`config.mk`:
```
export PLATFORM = sky130hd
export DESIGN_NAME = pipeline_hazard_ctrl_flat
export DESIGN_NICKNAME = d
export VERILOG_FILES = /design/src/rtl/pipeline_hazard_ctrl_if.sv /design/src/rtl/pipeline_hazard_ctrl.sv /design/src/flat_wrapper.sv
export SDC_FILE = /design/constraint.sdc
export NUM_CORES = 1
export LEC_CHECK = 0
export CELL_PAD_IN_SITES_DETAIL_PLACEMENT = 1
export CELL_PAD_IN_SITES_GLOBAL_PLACEMENT = 1
export CORE_MARGIN = 2
export CORE_UTILIZATION = 33
export CTS_BUF_LIST = sky130_fd_sc_hd__clkbuf_16
export DETAILED_ROUTE_END_ITERATION = 6
export PLACE_DENSITY_LB_ADDON = 0.25
export SLEW_MARGIN = 20
export SYNTH_ARGS = -nofsm -noshare
export SYNTH_HDL_FRONTEND = slang
export SYNTH_SLANG_ARGS = --single-unit
```
`constraint.sdc`:
```
create_clock -name CLK -period 3.06 [get_ports CLK]
set_input_delay 0.306 -clock CLK [delete_from_list [all_inputs] [get_ports CLK]]
set_output_delay 0.306 -clock CLK [all_outputs]
set_load 0.01 [all_outputs]
```
`src/rtl/pipeline_hazard_ctrl_if.sv`:
```
// Handshake bundle between the 5-stage pipeline datapath and its hazard controller.
//   master : pipeline side; drives hazard status, receives latch controls.
//   slave  : controller side; samples hazard status, drives latch controls.
// Status    : ihit, dhit, mem_dren, mem_dwen, ex_load, ex_rt, id_rs, id_rt,
//             ex_redirect, wb_halt
// Controls  : pc_en, ifid/idex/exmem/memwb _en and _flush
interface pipeline_hazard_ctrl_if;
  logic       ihit;
  logic       dhit;
  logic       mem_dren;
  logic       mem_dwen;
  logic       ex_load;
  logic [4:0] ex_rt;
  logic [4:0] id_rs;
  logic [4:0] id_rt;
  logic       ex_redirect;
  logic       wb_halt;

  logic       pc_en;
  logic       ifid_en;
  logic       idex_en;
  logic       exmem_en;
  logic       memwb_en;
  logic       ifid_flush;
  logic       idex_flush;
  logic       exmem_flush;
  logic       memwb_flush;

  modport master (
    output ihit, dhit, mem_dren, mem_dwen, ex_load, ex_rt, id_rs, id_rt,
           ex_redirect, wb_halt,
    input  pc_en, ifid_en, idex_en, exmem_en, memwb_en,
           ifid_flush, idex_flush, exmem_flush, memwb_flush
  );

  modport slave (
    input  ihit, dhit, mem_dren, mem_dwen, ex_load, ex_rt, id_rs, id_rt,
           ex_redirect, wb_halt,
    output pc_en, ifid_en, idex_en, exmem_en, memwb_en,
           ifid_flush, idex_flush, exmem_flush, memwb_flush
  );
endinterface

```
`src/rtl/pipeline_hazard_ctrl.sv`:
```
// Central stall/flush controller for the 5-stage MIPS pipeline.
// Generates PC write enable and per-latch enable/flush from cache hit status,
// load-use hazards, EX-stage redirects and halt. Tracks an outstanding data
// access (DWAIT) and a terminal HALT state, and counts stalled cycles.
// Ports:
//   CLK        clock
//   nRST       asynchronous active-low reset
//   hz         pipeline_hazard_ctrl_if.slave (hazard status in, latch controls out)
//   halted     sticky halt indication
//   stall_cnt  saturating count of cycles with pc_en=0 outside HALT
module pipeline_hazard_ctrl #(
  parameter int unsigned CNT_W = 32
) (
  input  logic                  CLK,
  input  logic                  nRST,
  pipeline_hazard_ctrl_if.slave hz,
  output logic                  halted,
  output logic [CNT_W-1:0]      stall_cnt
);

  typedef enum logic [1:0] {
    RUN   = 2'd0,
    DWAIT = 2'd1,
    HALT  = 2'd2
  } state_t;

  state_t state, state_nxt;

  logic access;
  logic mem_block;
  logic load_use;

  logic pc_en_w;
  logic ifid_en_w, idex_en_w, exmem_en_w, memwb_en_w;
  logic ifid_fl_w, idex_fl_w, exmem_fl_w, memwb_fl_w;

  assign access    = hz.mem_dren | hz.mem_dwen;
  // The MEM stage is blocked while a miss is outstanding, whether it began
  // this cycle (RUN) or earlier (DWAIT).
  assign mem_block = !hz.dhit && ((state == DWAIT) || access);
  assign load_use  = hz.ex_load && (hz.ex_rt != 5'd0) &&
                     ((hz.ex_rt == hz.id_rs) || (hz.ex_rt == hz.id_rt));

  // State register
  always_ff @(posedge CLK, negedge nRST) begin
    if (!nRST) begin
      state <= RUN;
    end else begin
      state <= state_nxt;
    end
  end

  // Next-state logic
  always_comb begin
    state_nxt = state;
    if (hz.wb_halt) begin
      state_nxt = HALT;
    end else begin
      unique case (state)
        RUN:     if (access && !hz.dhit) state_nxt = DWAIT;
        DWAIT:   if (hz.dhit)            state_nxt = RUN;
        HALT:                            state_nxt = HALT;
        default:                         state_nxt = RUN;
      endcase
    end
  end

  // Output logic
  always_comb begin
    pc_en_w    = 1'b0;
    ifid_en_w  = 1'b0;
    idex_en_w  = 1'b0;
    exmem_en_w = 1'b0;
    memwb_en_w = 1'b0;
    ifid_fl_w  = 1'b0;
    idex_fl_w  = 1'b0;
    exmem_fl_w = 1'b0;
    memwb_fl_w = 1'b0;
    halted     = 1'b0;

    if (!nRST) begin
      // everything quiet while in reset
    end else if (state == HALT) begin
      halted = 1'b1;
    end else if (mem_block) begin
      // Freeze the front of the pipe; WB receives a bubble so the stalled
      // MEM instruction is not written back twice.
      memwb_en_w = 1'b1;
      memwb_fl_w = 1'b1;
    end else begin
      pc_en_w    = 1'b1;
      ifid_en_w  = 1'b1;
      idex_en_w  = 1'b1;
      exmem_en_w = 1'b1;
      memwb_en_w = 1'b1;
      if (hz.ex_redirect) begin
        // Redirect squashes both younger instructions and always loads the
        // new PC, so neither a load-use nor an I-miss can hold it back.
        ifid_fl_w = 1'b1;
        idex_fl_w = 1'b1;
      end else if (load_use) begin
        // Hold IF/ID (even on an I-miss) and insert one bubble into EX.
        pc_en_w   = 1'b0;
        ifid_en_w = 1'b0;
        idex_fl_w = 1'b1;
      end else if (!hz.ihit) begin
        pc_en_w   = 1'b0;
        ifid_fl_w = 1'b1;
      end
    end
  end

  assign hz.pc_en       = pc_en_w;
  assign hz.ifid_en     = ifid_en_w;
  assign hz.idex_en     = idex_en_w;
  assign hz.exmem_en    = exmem_en_w;
  assign hz.memwb_en    = memwb_en_w;
  assign hz.ifid_flush  = ifid_fl_w;
  assign hz.idex_flush  = idex_fl_w;
  assign hz.exmem_flush = exmem_fl_w;
  assign hz.memwb_flush = memwb_fl_w;

  // Stall-cycle counter, saturating at all-ones
  always_ff @(posedge CLK, negedge nRST) begin
    if (!nRST) begin
      stall_cnt <= '0;
    end else if ((state != HALT) && !pc_en_w && (stall_cnt != '1)) begin
      stall_cnt <= stall_cnt + CNT_W'(1);
    end
  end

endmodule
```
`src/flat_wrapper.sv`:
```
// flat-port wrapper written by rule: the top's interface ports become plain ports
module pipeline_hazard_ctrl_flat 
#(
  parameter int unsigned CNT_W = 32
)
  (CLK, nRST, halted, stall_cnt, hz_ihit, hz_dhit, hz_mem_dren, hz_mem_dwen, hz_ex_load, hz_ex_rt, hz_id_rs, hz_id_rt, hz_ex_redirect, hz_wb_halt, hz_pc_en, hz_ifid_en, hz_idex_en, hz_exmem_en, hz_memwb_en, hz_ifid_flush, hz_idex_flush, hz_exmem_flush, hz_memwb_flush);
  pipeline_hazard_ctrl_if hz_i ();
  input  logic CLK;
  input  logic nRST;
  output logic halted;
  output logic [CNT_W-1:0] stall_cnt;
  input wire logic [$bits(hz_i.ihit)-1:0] hz_ihit;
  input wire logic [$bits(hz_i.dhit)-1:0] hz_dhit;
  input wire logic [$bits(hz_i.mem_dren)-1:0] hz_mem_dren;
  input wire logic [$bits(hz_i.mem_dwen)-1:0] hz_mem_dwen;
  input wire logic [$bits(hz_i.ex_load)-1:0] hz_ex_load;
  input wire logic [$bits(hz_i.ex_rt)-1:0] hz_ex_rt;
  input wire logic [$bits(hz_i.id_rs)-1:0] hz_id_rs;
  input wire logic [$bits(hz_i.id_rt)-1:0] hz_id_rt;
  input wire logic [$bits(hz_i.ex_redirect)-1:0] hz_ex_redirect;
  input wire logic [$bits(hz_i.wb_halt)-1:0] hz_wb_halt;
  output wire logic [$bits(hz_i.pc_en)-1:0] hz_pc_en;
  output wire logic [$bits(hz_i.ifid_en)-1:0] hz_ifid_en;
  output wire logic [$bits(hz_i.idex_en)-1:0] hz_idex_en;
  output wire logic [$bits(hz_i.exmem_en)-1:0] hz_exmem_en;
  output wire logic [$bits(hz_i.memwb_en)-1:0] hz_memwb_en;
  output wire logic [$bits(hz_i.ifid_flush)-1:0] hz_ifid_flush;
  output wire logic [$bits(hz_i.idex_flush)-1:0] hz_idex_flush;
  output wire logic [$bits(hz_i.exmem_flush)-1:0] hz_exmem_flush;
  output wire logic [$bits(hz_i.memwb_flush)-1:0] hz_memwb_flush;
  assign hz_i.ihit = hz_ihit;
  assign hz_i.dhit = hz_dhit;
  assign hz_i.mem_dren = hz_mem_dren;
  assign hz_i.mem_dwen = hz_mem_dwen;
  assign hz_i.ex_load = hz_ex_load;
  assign hz_i.ex_rt = hz_ex_rt;
  assign hz_i.id_rs = hz_id_rs;
  assign hz_i.id_rt = hz_id_rt;
  assign hz_i.ex_redirect = hz_ex_redirect;
  assign hz_i.wb_halt = hz_wb_halt;
  assign hz_pc_en = hz_i.pc_en;
  assign hz_ifid_en = hz_i.ifid_en;
  assign hz_idex_en = hz_i.idex_en;
  assign hz_exmem_en = hz_i.exmem_en;
  assign hz_memwb_en = hz_i.memwb_en;
  assign hz_ifid_flush = hz_i.ifid_flush;
  assign hz_idex_flush = hz_i.idex_flush;
  assign hz_exmem_flush = hz_i.exmem_flush;
  assign hz_memwb_flush = hz_i.memwb_flush;
  pipeline_hazard_ctrl #(.CNT_W(CNT_W)) u_core (.CLK(CLK), .nRST(nRST), .hz(hz_i), .halted(halted), .stall_cnt(stall_cnt));
endmodule
```
Fig. 1: routed clock nets over the placement
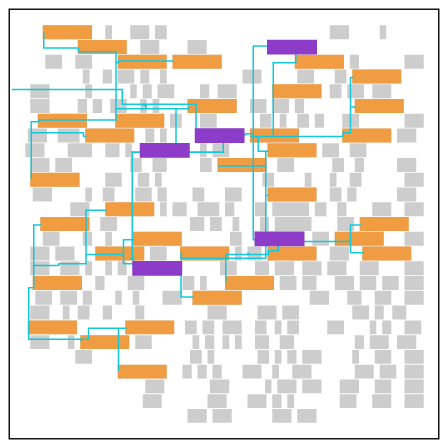
- flip-flops: orange (count 34)
- clock-net drivers: purple (count 5)
- clock wires: cyan (length 468 um)
- routed clock nets: 6

Fig. 2: metal 1
Supply wires on this layer in gray. Cells faint in the background.
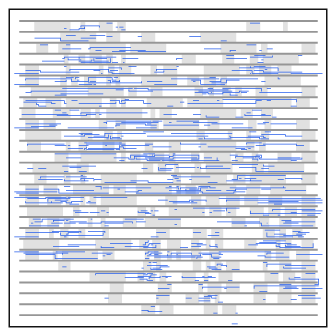
- main direction: horizontal
- longest straight run: 25.3 um
- wire length on this layer: 2300 um
- nets with wire on the layer: 240
- share of all routed wire: 48%

==> reports/metrics.json <==
{
  "viasPerCell": 4.83,
  "synth_warnings": 0,
  "sequential_cell_area_um2": 851,
  "cts-hold-fix-buffers": 0,
  "mostFrequentLayoutCells": "clkdlybuf4s50_1 (64), dfrtp_1 (34), xor2_1 (29)",
  "die_w_um": 78.9,
  "finalWirelength_um": 4790,
  "wire_per_inst_um": 14.5,
  "dp_hpwl_um": 3600,
  "final_cells": 331,
  "gr-total-overflow": 0,
  "capturing_element_type_of_the_critical_path": "primary output",
  "detailedRoute.firstIterationViolations": 72,
  "synthArstFlopShare_pct": 100,
  "h_tree_levels": 2,
  "post-route-util_pct": 49.6,
  "synth-cells-yosys": 188,
  "route.antenna.remaining_nets": 0,
  "detailedPlace.worstSlack_ns": 0.220,
  "count_of_cells_resized_by_post_cts_repair": 0,
  "synthDominantCellAreaShare_pct": 45.9,
  "fp.coreArea_um2": 5470,
  "layout-drive-gt1-share_pct": 7.72,
  "area.growth.synth_to_final_pct": 46.7,
  "setup_ws_ns": 0.207,
  "timing_hold_violations_final": 0,
  "synthDominantAreaCellType": "dfrtp_1",
  "cts.repair_timing.setup_buffer_count": 0,
  "cts-buffers-inserted": 5,
  "layout_worst_path_cycle_share_pct": 93.2,
  "crit_path_max_fanout": 3,
  "floorplanUtilization_pct": 33.8,
  "setup_viol": 0,
  "place.detailed.instances": 324,
  "crit_arrival_ns": 2.55,
  "placedInstanceArea_um2": 2580,
  "synthesis.area_per_instance_um2": 9.85,
  "tool_warnings": 26,
  "synth_flops": 34,
  "chipArea_um2": 6230,
  "drtPass1Iterations": 4,
  "clockBufferDepth": 2,
  "syn-cell-area_um2": 1850,
  "worstPathCellList": "clkdlybuf4s50_1, or4_1, o21ai_0, or2_2, o21ai_0, a21oi_1, clkdlybuf4s50_1",
  "synth.yosys.seq_area_share_pct": 45.9,
  "route.detailed.drc": 0,
  "comb_area_um2": 901,
  "rows": 27,
  "numPortBuffers": 64,
  "vdd_ir_drop_max_v": 0.000239,
  "pwr_per_cell_area_nw_per_um2": 371,
  "first_global_vias": 1660,
  "nets": 284,
  "period_minus_slack_ns": 2.85,
  "total_power_mw": 1.01,
  "gr-usage-all-layers_pct": 16.2,
  "worst_hold_path_type": "in2async",
  "clock_pin_slew_on_the_worst_setup_and_hold_paths_ns": 0.05,
  "postLayoutCellArea_um2": 2720,
  "synthCells": 188,
  "outcome": "completed",
  "whs_ns": 0.395,
  "power_leakage_nw": 1.21,
  "unrepaired_setup_endpoints_after_global_routing": "no",
  "antenna_cells": 0,
  "num_vias": 1600,
  "worst-r2r-cell-count": 8,
  "totalNegativeSetupSlack_ns": 0,
  "synthesis_area_per_yosys_um2": 1850,
  "max_cap_viol_count": 0,
  "initial_antenna_violation_count": 0,
  "grt_max_degree": 28,
  "ctsRootBufferMaster": "clkbuf_16",
  "cpMaxStageDelayCell": "clkdlybuf4s50_1",
  "cp-start-kind": "input pin",
  "clock_skew_ns": 0.00907,
  "cts_tree": "yes",
  "die_height_um": 78.9,
  "netlist_top_cells_area": "dfrtp_1 (46%), xor2_1 (14%), xnor2_1 (5.7%), nor4_1 (4.4%), nor3_1 (3.8%)",
  "distinct_lib_cells_used": 34,
  "required_ns": 2.75,
  "gpl.final_weighted_congestion": 0.680
}
Fig. 3: clock routing
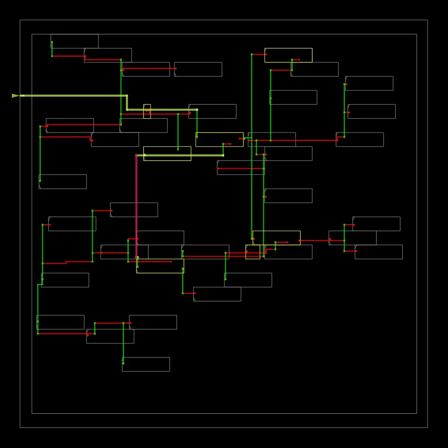
num sequential: 34
clock tree sinks: 34
insertion delay of the later-clocked pin in the worst-skew pair: 0.27 ns

Fig. 4: cells colored by class
The bar under the picture is 20 um long.
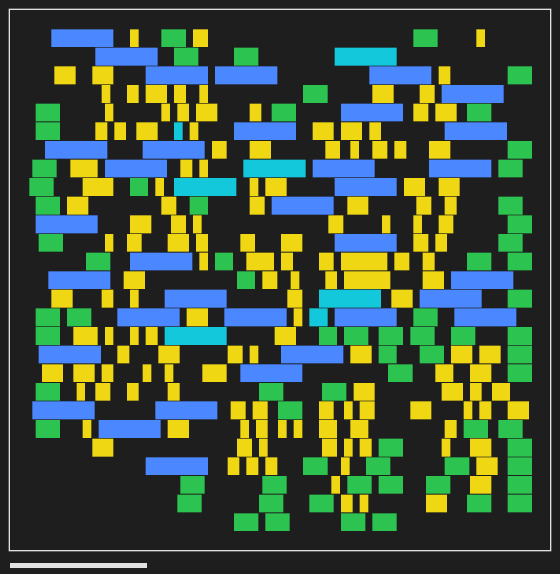
- clock drivers and dummy loads: cyan (cells 7; share of their area 5.2%)
- remaining buffers and delay cells: green (cells 70; share of their area 26%)
- remaining logic cells: yellow (cells 148; share of their area 36%)
- registers: blue (cells 34; share of their area 32%)

## critical path: cells and delay by family
family / cells / cell delay (ns)
buf+inv: 2 / 1.02
simple gates: 2 / 0.70
compound gates: 3 / 0.52
## path summary, 6_finish.rpt
path                                      start                    to  slack, ns
max in group asynchronous                  nRST  u_core.stall_cnt[31]       2.30
max reg2reg                 u_core.stall_cnt[8]  u_core.stall_cnt[21]       0.53
min                                        nRST  u_core.stall_cnt[13]       0.40
min reg2reg                u_core.stall_cnt[26]  u_core.stall_cnt[26]       0.49
max                                 hz_ex_rt[3]         hz_ifid_flush       0.21
min in group CLK           u_core.stall_cnt[26]  u_core.stall_cnt[26]       0.49
## Yosys cell counts (all sizes together) (4+ instances only)
cell type and instances:
nand2 10, buf 5, nor2 12, nor4 13, inv 14, dfrtp 34, nor3 14, xnor2 12
nand3 14, and3 4, xor2 29
## area by class of cell
cell class / count / area share (%)
clock inverter: 2 / 0.415
tap: 72 / 3.32
clock buffer: 5 / 4.61
inverter: 14 / 1.93
multi-input combinational: 134 / 33.2
timing repair buffer: 70 / 25.2
sequential: 34 / 31.3
## flip-flops by register name, indices dropped and copies added, names as in the netlist
signal	flops
u_core.stall_cnt	32
u_core.state	2
## power breakdown
part / leakage (nW) / total, mW / switching [mW] / internal [mW]
clock network: 0.0671 / 0.469 / 0.176 / 0.293
logic: 0.712 / 0.0808 / 0.0348 / 0.0460
registers: 0.432 / 0.458 / 0.00406 / 0.453
total: 1.21 / 1.01 / 0.215 / 0.793
## metal layers
layer	wire, um	GRT usage, %	vias up	part of all wire [%]
met4	19	4.66	0	0.40
li1	-	-	774	-
met5	0	0	-	0
met2	2240	25.8	47	47
met3	222	3.18	2	4.6
met1	2300	22.4	777	48
## cell families (layout without fill, tap and decap cells)
family | count (synthesis) | in the layout | share of synthesized area [%]
AOI/OAI and AO/OA | 10 | 10 | 4.05
xor gates and xnor gates | 41 | 41 | 19.4
adders and majority gates | 1 | 1 | 0.676
buffers and inverters | 20 | 91 | 5.40
DFF | 34 | 34 | 45.9
muxes | 1 | 1 | 0.608
other | 1 | 1 | 0.203
and+or+nand+nor | 80 | 80 | 23.7
Power figures rest on the tool's default switching activity, not on a simulated workload.
